==> config.mk <==
export PLATFORM = sky130hd
export DESIGN_NAME = shift_cmd_seq_flat
export DESIGN_NICKNAME = d
export VERILOG_FILES = /design/src/rtl/shift_cmd_seq_if.sv /design/src/rtl/shift_cmd_seq.sv /design/src/flat_wrapper.sv
export SDC_FILE = /design/constraint.sdc
export NUM_CORES = 1
export LEC_CHECK = 0
export CAP_MARGIN = 25
export CORE_UTILIZATION = 40
export DETAILED_ROUTE_END_ITERATION = 6
export GPL_TIMING_DRIVEN = 0
export SYNTH_ARGS = -nofsm -noshare
export SYNTH_HDL_FRONTEND = slang
export SYNTH_SLANG_ARGS = --single-unit
==> constraint.sdc <==
create_clock -name clk -period 6.4 [get_ports clk]
set_clock_uncertainty 0.2 [all_clocks]
set_input_delay 0.64 -clock clk [delete_from_list [all_inputs] [get_ports clk]]
set_output_delay 0.64 -clock clk [all_outputs]
set_load 0.005 [all_outputs]
**M1 wires**

Supply wires on this layer in gray.
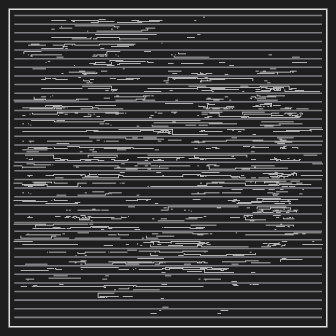
- share of all routed wire: 46%
- longest straight run: 31.3 um
- wire length on this layer: 3070 um
met1 demand-to-capacity share in global routing: 19.2%
number of vias after detailed routing: 1903
total wire length: 6.67 mm

**Clock routing**

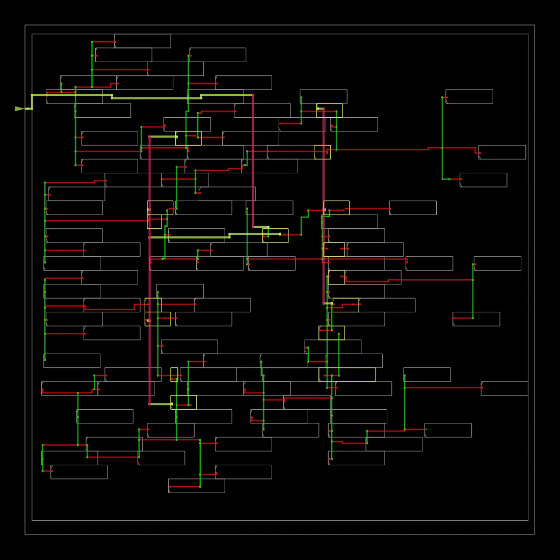
number of clock buffer instances in the layout: 9
number of sequential storage elements: 95
CTS sink count: 95
Clk power: 0.402 mW

**Wiring heat map**

Bar = 20 um. 20 x 20 tiles, from dark purple (low) to yellow (high), scaled to the fullest tile. Values are wire area over tile area, all layers added.
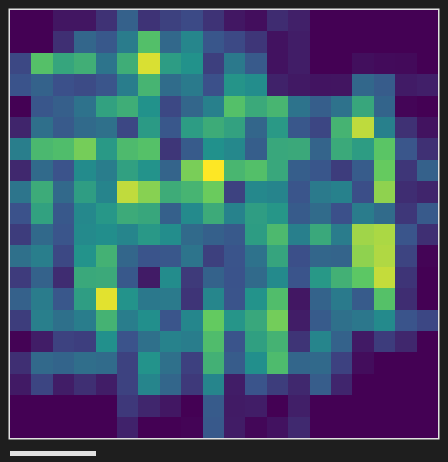
- emptiest ninth of the die: south-east
- mean over tiles: 0.10
- fullest tile: 0.32
- tiles over half the peak: 23%
- nearly empty tiles: 16%
drt wl/cell: 17.4 um
combined global-route utilization of all metal layers: 14.6%

**The metal 3 layer**

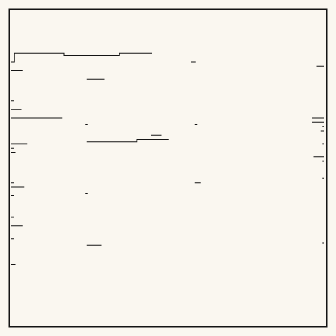
- nets with wire on the layer: 26
- longest straight run: 17.5 um
met3 layer usage reported by global route: 2.88%

**M2 wires**

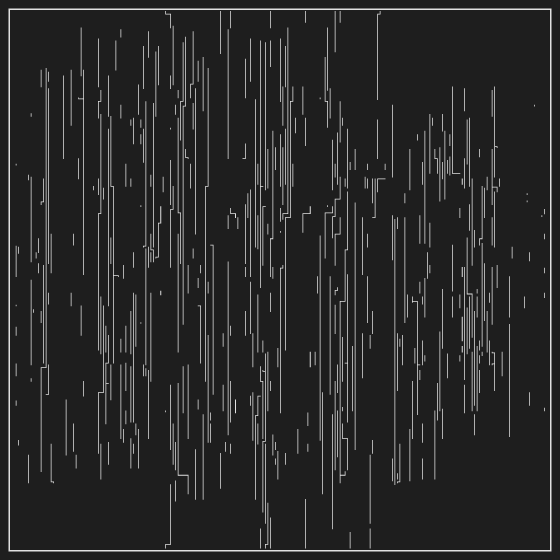
- main direction: vertical
- nets with wire on the layer: 245
- wire length on this layer: 3340 um
routing usage on met2: 23.6%

==> run notes <==
Physical implementation status

Setup repair after global routing left no endpoint under its margin. Summing the areas of all xor and xnor instances in the mapped netlist gives 1.84% of the synthesized area. STA classifies the critical path startpoint as a flip-flop. The floorplan core density stands at 41.3%. Global route summary, busiest routing layer listed as met2. The standby leakage power stands at 1.66 nW. The first global-routing pass estimated 10.5 mm of wire.

The layout report gives the multi-input gate share of total cell area as 21.9%. The power per standard cell area stands at 434 nW/um^2. The synthesized netlist contains 35 unique library cells. TritonCTS built the clock tree.

Entering global routing, the biggest net connects 19 pins. Pins over their slew limit in the final report were tallied at 0. The most common cell in the synthesized netlist is edfxtp_1. The flow ran to the end, and the final reports show no timing, DRC or antenna violations.

The post-synthesis sequential area ratio stands at 71.2%. The total power stands at 2.00 mW. The CTS buffer count stands at 9. The post-route worst hold slack stands at 266 ps. The largest single stage delay on the critical path is 380 ps. The height of the die stands at 99.7 um.

The switching part of the total power stands at 30.1%. The fraction of area in clock buffers and inverters stands at 4.41%. Of the combinational cells, the family taking the most area is multiplexers. Checking hold timing, the worst path is listed with class reg2reg. The net count of the finished layout is 279. The number of primary I/O pins stands at 40. After Yosys synthesis, full adders, half adders and majority gates account for 2.95% of the synthesized area. The number of non-clock buffers stands at 49. The count of nets left with antenna violations once routing finished came out at 0. Data arrives at the worst endpoint at 3130 ps. The internal portion of total power stands at 1.40 mW. Of the post-synthesis cell area, the part taken by muxes is 11.4%.

After routing the design area is 4600 um^2. The most used flip-flop cell after synthesis is edfxtp_1. The inverter tally of the final layout excluding the clock network stands at 7. The synthesized area divided by synthesized cell count stands at 19.2 um^2. The post-cts gate resize count stands at 0. The inserted tap cell count stands at 129. The worst-case IR drop observed on VDD is 0.170 mV. Using the TritonRoute via totals, the vias-per-cell ratio works out to 4.96. The number of cells traversed by the worst register-to-register path stands at 13.

The worst setup path is captured at a flip-flop. The detailed router reports a met3 wire length of 145 um. The number of combinational gates with multiple inputs stands at 88. Looking at the power breakdown, combinational cells take 33.6% of the total. The half-perimeter wire length after detailed placement stands at 4.13 mm.

The antenna diode count stands at 0. Detailed-route iteration 0 reported a violation count of 101. In the hold timing report, the worst path depth is 1.

The layout report gives the register share of total cell area as 59.1%. Registers take 2720 um^2. After Yosys synthesis, AND-OR and OR-AND compound gates account for 6.00% of the synthesized area.

The highest layer touched by signal routing is met4. The synthesis stat section lists a flop and latch total of 95. The total congestion overflow stands at 0. By area, the class that comes first in the final layout consists of sequential cells. The filler-free cell count of the finished design stands at 384. The clock reaches the later pin of the worst-skew pair after 360 ps.

Looking at the critical path, the single cell with the biggest stage delay is dfrtp_1. The post-synthesis simple-gate area fraction stands at 4.20%. Across all stage logs, warnings added up to 31. The die outline area stands at 9940 um^2.
Power figures rest on the tool's default switching activity, not on a simulated workload.
